$ cat src/rtl/nes_bus_pkg.sv
// Shared encodings for the NES sprite-DMA bus arbiter: FSM states,
// CPU-clock parity values and shared-bus owner select.
package nes_bus_pkg;

    typedef enum logic [2:0] {
        ST_IDLE    = 3'd0,
        ST_HALT    = 3'd1,
        ST_ALIGN   = 3'd2,
        ST_GRANT   = 3'd3,
        ST_RELEASE = 3'd4
    } state_t;

    localparam logic PAR_EVEN    = 1'b0;
    localparam logic PAR_ODD     = 1'b1;

    localparam logic BUS_SEL_CPU = 1'b0;
    localparam logic BUS_SEL_DMA = 1'b1;

endpackage

$ cat src/rtl/nes_dma_bus_arbiter.sv
// CPU-clock arbiter between the 6502 core and the sprite-DMA master.
// Halts the CPU through RDY, waits out CPU writes (RDY is ignored on
// writes), aligns, then hands the shared bus to DMA until the request
// drops or the grant watchdog fires.
// Optional build macro NES_DMA_ODD_ALIGN_EN: stretch ALIGN so the first
// GRANT cycle always falls on an even ("get") CPU cycle.
module nes_dma_bus_arbiter
    import nes_bus_pkg::*;
#(
    parameter int MAX_GNT_CYCLES = 1024,
    parameter int CNT_W          = 11
) (
    input  logic        i_clk,
    input  logic        i_rstn,
    input  logic [15:0] i_cpu_addr,
    input  logic        i_cpu_wn,
    input  logic [7:0]  i_cpu_wdata,
    output logic        o_cpu_rdy,
    output logic [7:0]  o_cpu_rdata,
    input  logic        i_dma_req,
    output logic        o_dma_gnt,
    input  logic [15:0] i_dma_addr,
    input  logic        i_dma_wn,
    input  logic [7:0]  i_dma_wdata,
    output logic [7:0]  o_dma_rdata,
    output logic [15:0] o_bus_addr,
    output logic        o_bus_wn,
    output logic [7:0]  o_bus_wdata,
    input  logic [7:0]  i_bus_rdata,
    output logic        o_busy,
    output logic        o_wdog_err
);

    localparam logic [CNT_W-1:0] CNT_LAST = CNT_W'(MAX_GNT_CYCLES - 1);

    state_t           r_state;
    logic             r_cpu_rdy;
    logic             r_dma_gnt;
    logic             r_bus_sel;
    logic             r_wdog_err;
    logic [CNT_W-1:0] r_cnt;
    logic             w_align_done;

`ifdef NES_DMA_ODD_ALIGN_EN
    logic             r_par;

    // CPU-cycle parity, 0 on the first cycle after reset
    always_ff @(posedge i_clk or negedge i_rstn) begin
        if (!i_rstn) r_par <= PAR_EVEN;
        else         r_par <= ~r_par;
    end

    // Leaving ALIGN from an odd cycle makes the first GRANT cycle even.
    assign w_align_done = (r_par == PAR_ODD);
`else
    assign w_align_done = 1'b1;
`endif

    // Arbitration FSM with registered RDY, grant, bus select and watchdog
    always_ff @(posedge i_clk or negedge i_rstn) begin
        if (!i_rstn) begin
            r_state    <= ST_IDLE;
            r_cpu_rdy  <= 1'b1;
            r_dma_gnt  <= 1'b0;
            r_bus_sel  <= BUS_SEL_CPU;
            r_wdog_err <= 1'b0;
            r_cnt      <= '0;
        end else begin
            case (r_state)
                ST_IDLE: begin
                    if (i_dma_req) begin
                        r_state   <= ST_HALT;
                        r_cpu_rdy <= 1'b0;
                    end
                end
                ST_HALT: begin
                    if (!i_dma_req)    r_state <= ST_RELEASE;
                    else if (i_cpu_wn) r_state <= ST_ALIGN;
                end
                ST_ALIGN: begin
                    if (!i_dma_req) begin
                        r_state <= ST_RELEASE;
                    end else if (w_align_done) begin
                        r_state   <= ST_GRANT;
                        r_dma_gnt <= 1'b1;
                        r_bus_sel <= BUS_SEL_DMA;
                        r_cnt     <= '0;
                    end
                end
                ST_GRANT: begin
                    r_cnt <= r_cnt + 1'b1;
                    if (!i_dma_req || (r_cnt == CNT_LAST)) begin
                        r_state   <= ST_RELEASE;
                        r_dma_gnt <= 1'b0;
                        r_bus_sel <= BUS_SEL_CPU;
                        if (i_dma_req) r_wdog_err <= 1'b1;
                    end
                end
                ST_RELEASE: begin
                    r_state   <= ST_IDLE;
                    r_cpu_rdy <= 1'b1;
                    r_cnt     <= '0;
                end
                default: begin
                    r_state   <= ST_IDLE;
                    r_cpu_rdy <= 1'b1;
                    r_dma_gnt <= 1'b0;
                    r_bus_sel <= BUS_SEL_CPU;
                    r_cnt     <= '0;
                end
            endcase
        end
    end

    // Shared-bus mux driven only from the registered owner select
    always_comb begin
        o_bus_addr  = i_cpu_addr;
        o_bus_wn    = i_cpu_wn;
        o_bus_wdata = i_cpu_wdata;
        if (r_bus_sel == BUS_SEL_DMA) begin
            o_bus_addr  = i_dma_addr;
            o_bus_wn    = i_dma_wn;
            o_bus_wdata = i_dma_wdata;
        end
    end

    assign o_cpu_rdy   = r_cpu_rdy;
    assign o_dma_gnt   = r_dma_gnt;
    assign o_wdog_err  = r_wdog_err;
    assign o_busy      = (r_state != ST_IDLE);
    assign o_cpu_rdata = i_bus_rdata;
    assign o_dma_rdata = i_bus_rdata;

endmodule
$ cat config.mk
export PLATFORM = sky130hd
export DESIGN_NAME = nes_dma_bus_arbiter
export DESIGN_NICKNAME = d
export VERILOG_FILES = /design/src/rtl/nes_bus_pkg.sv /design/src/rtl/nes_dma_bus_arbiter.sv
export SDC_FILE = /design/constraint.sdc
export NUM_CORES = 1
export LEC_CHECK = 0
export ABC_AREA = 1
export CAP_MARGIN = 20
export CORE_MARGIN = 1
export CORE_UTILIZATION = 31
export CTS_CLUSTER_DIAMETER = 40
export DETAILED_ROUTE_END_ITERATION = 7
export GPL_TIMING_DRIVEN = 0
export PLACE_DENSITY_LB_ADDON = 0.08
export SYNTH_ARGS = -nofsm -noshare
export SYNTH_HDL_FRONTEND = slang
export SYNTH_SLANG_ARGS = --single-unit
$ cat constraint.sdc
create_clock -name i_clk -period 1.2 [get_ports i_clk]
set_input_delay 0.3 -clock i_clk [delete_from_list [all_inputs] [get_ports i_clk]]
set_output_delay 0.3 -clock i_clk [all_outputs]
set_load 0.005 [all_outputs]
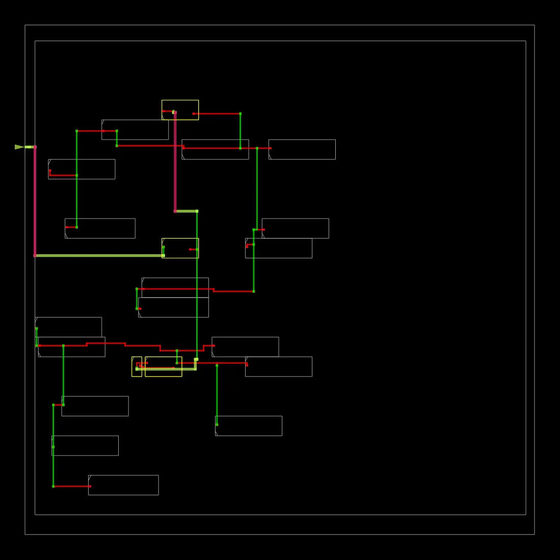
*Clock routing*
clk pwr: 0.441 mW
Insertion Delay late pin: 0.26 ns
clk sink count: 17

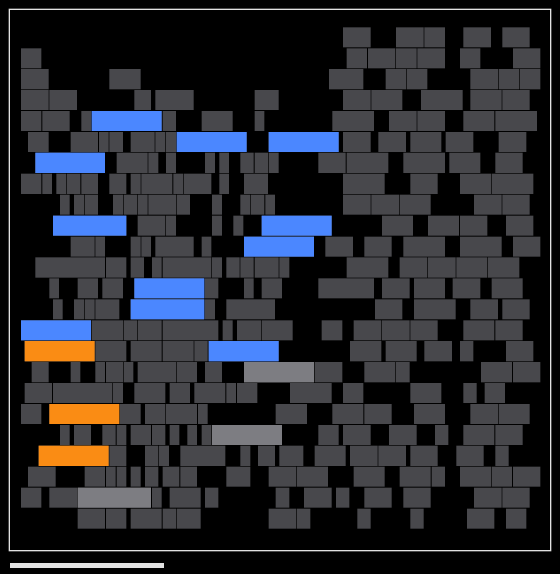
*Sequential cells coloured by netlist name*
The bar under the picture is 20 um long.
| colour | signal | placed flops |
|---|---|---|
| orange | r_state | 3 |
| blue | r_cnt | 11 |
not coloured: 3
storage element area: 429.2 um^2
fraction of area in registers: 0.1502

==> ci_impl_report.md <==
## PnR job results

| Metric | Value |
|---|---|
| P_comb | `a little over 3 mW` |
| Power Density | `1491 nW/um^2` |
| Adder Area Share | `0.008681` |
| Worst-path fanout max | `7` |
| Met1 Usage GRT | `0.2689` |
| Worst relative slew slack | `0.4654` |
| Seq pwr share | `0.186` |
| CP endpoint kind | `output port` |
| MI comb cells | `between 100 and 150` |
| Regs by FF count | `r_cnt: 11 flops, r_state: 3 flops` |
| Inst Count DP | `326` |
| Synth Cell Area | `1441 um^2` |
| Yosys warns | `0` |
| DPL Wire Length | `3772 um` |
| R2R depth | `8` |
| CTS clk-pin slew, worst paths | `0.07 ns` |
| Die Wd | `70.19 um` |
| Hold Fails Final Rpt | `0` |
| WL met1 | `2290 um` |
| CP cell instances | `buf_6 -> buf_8 -> buf_4 -> mux2_2 -> buf_2` |
| Met2 Use GR | `0.3333` |
| Post-synth ARST share | `1.000` |
| Worst path bufs/invs | `4` |
| Post-route cell area | `2856 um^2` |
| Final setup margin | `-0.4945 ns` |
| Clock buffers | `4` |
| CP Launch Type | `register` |
| Top comb family, area | `simple AND/OR/NAND/NOR gates` |
| Met3 wire length | `about 380 um` |
| Largest register FFs | `11` |
| Total Nets Final | `361` |
| # DRC | `0` |
| Post-DP Area | `2542 um^2` |
| HP Class | `input port to async pin` |
| Total power | `approximately 4.3 mW` |
| MaxCap Viol Count | `0` |
| Logic area | `944.7 um^2` |
| Final ANT Viol Nets | `0` |
| Area Overhead vs Synth | `98.18%` |
| Cycle use final | `1.412` |
| Syn avg cell area | `8.143 um^2` |
| Slowest CP cell | `dfrtp_1` |
| Xor+xnor area frac | `0.006076` |
| Chip area | `slightly below 5000 um^2` |
| Largest net degree at the start of global routing | `18` |
| Crit path DRT | `0.90 ns` |
| Core area | `4414 um^2` |
| Signal buffers | `137` |
| Maximum vdd drop | `1.209 mV` |
| Sw power | `1.528 mW` |
| Min Hold Slack | `0.1141 ns` |
| Avg Vias per Cell | `4.780` |
| Seq cells post-synth | `17` |
| Tapcells | `52` |
| Post-CTS Repair Setup Buffers | `19` |
| Minimum clock period after layout | `between 1.5 and 2 ns` |
| Fillers | `388` |
| RSZ-0062 raised after global routing | `yes` |
| CP Launch Point | `r_bus_sel` |
| Data arrival, critical path | `1.39 ns` |
| Sw Ratio | `0.3587` |
| Core Rows | `24` |
| Yosys top cell by instances | `nand2_1` |
| Cts hold-fix bufs | `0` |
| Achievable Freq | `between 500 and 600 MHz` |
| Endpoints failing setup | `around 41` |
| Vias in the first global route | `1,571` |
| Synth cell types | `30` |
| Placer Congestion | `0.8580` |
| Biggest Area Class | `buffers` |
| Seq cells | `17` |
| Failing checks | `setup timing` |
| PortBufs | `97` |
| Reg2reg end | `r_cnt[2]` |
| Reg-to-Reg Start | `r_state[0]` |
| Reg2reg setup slack | `-0.06 ns` |
| Commonest non-fill, non-tap cells in the layout | `clkdlybuf4s50_1 (66), nand2_1 (30), buf_4 (30)` |
| Largest buffer count on any clock path | `2` |
| Share of cells above drive strength 1 | `0.4564` |
| Synth top cells by count | `nand2_1 (33), mux2_2 (24), buf_4 (18)` |
| Fin Clk Skew | `0.005043 ns` |
| Biggest consumer | `combinational logic` |
| Cells in synth_stat.txt | `approximately 180` |
| Outcome | `finished, violations left` |
| Seq pwr | `0.790 mW` |
| Clk pwr share | `0.104` |
| Main flop type | `dfrtp_1` |
| P_leak | `1.298 nW` |
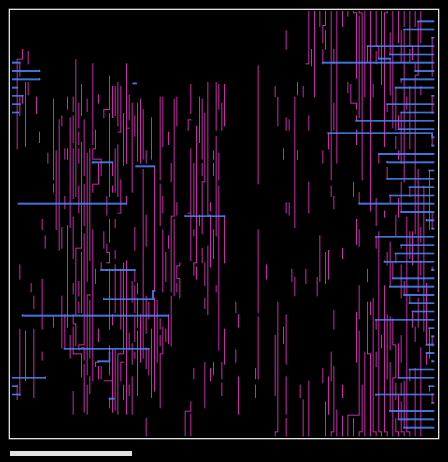
*Signal wires by layer*
The bar under the picture is 20 um long. Only two layers are drawn.
| colour | layer | wire length |
|---|---|---|
| blue | metal 3 | 379 um |
| magenta | metal 2 | 2,570 um |
Wirelength per Cell: 15.12 um
GRT Util Overall: 0.2012
DR vias: 1,673
total routed wirelength: 5292 um

Power and IR drop assume default switching activity.
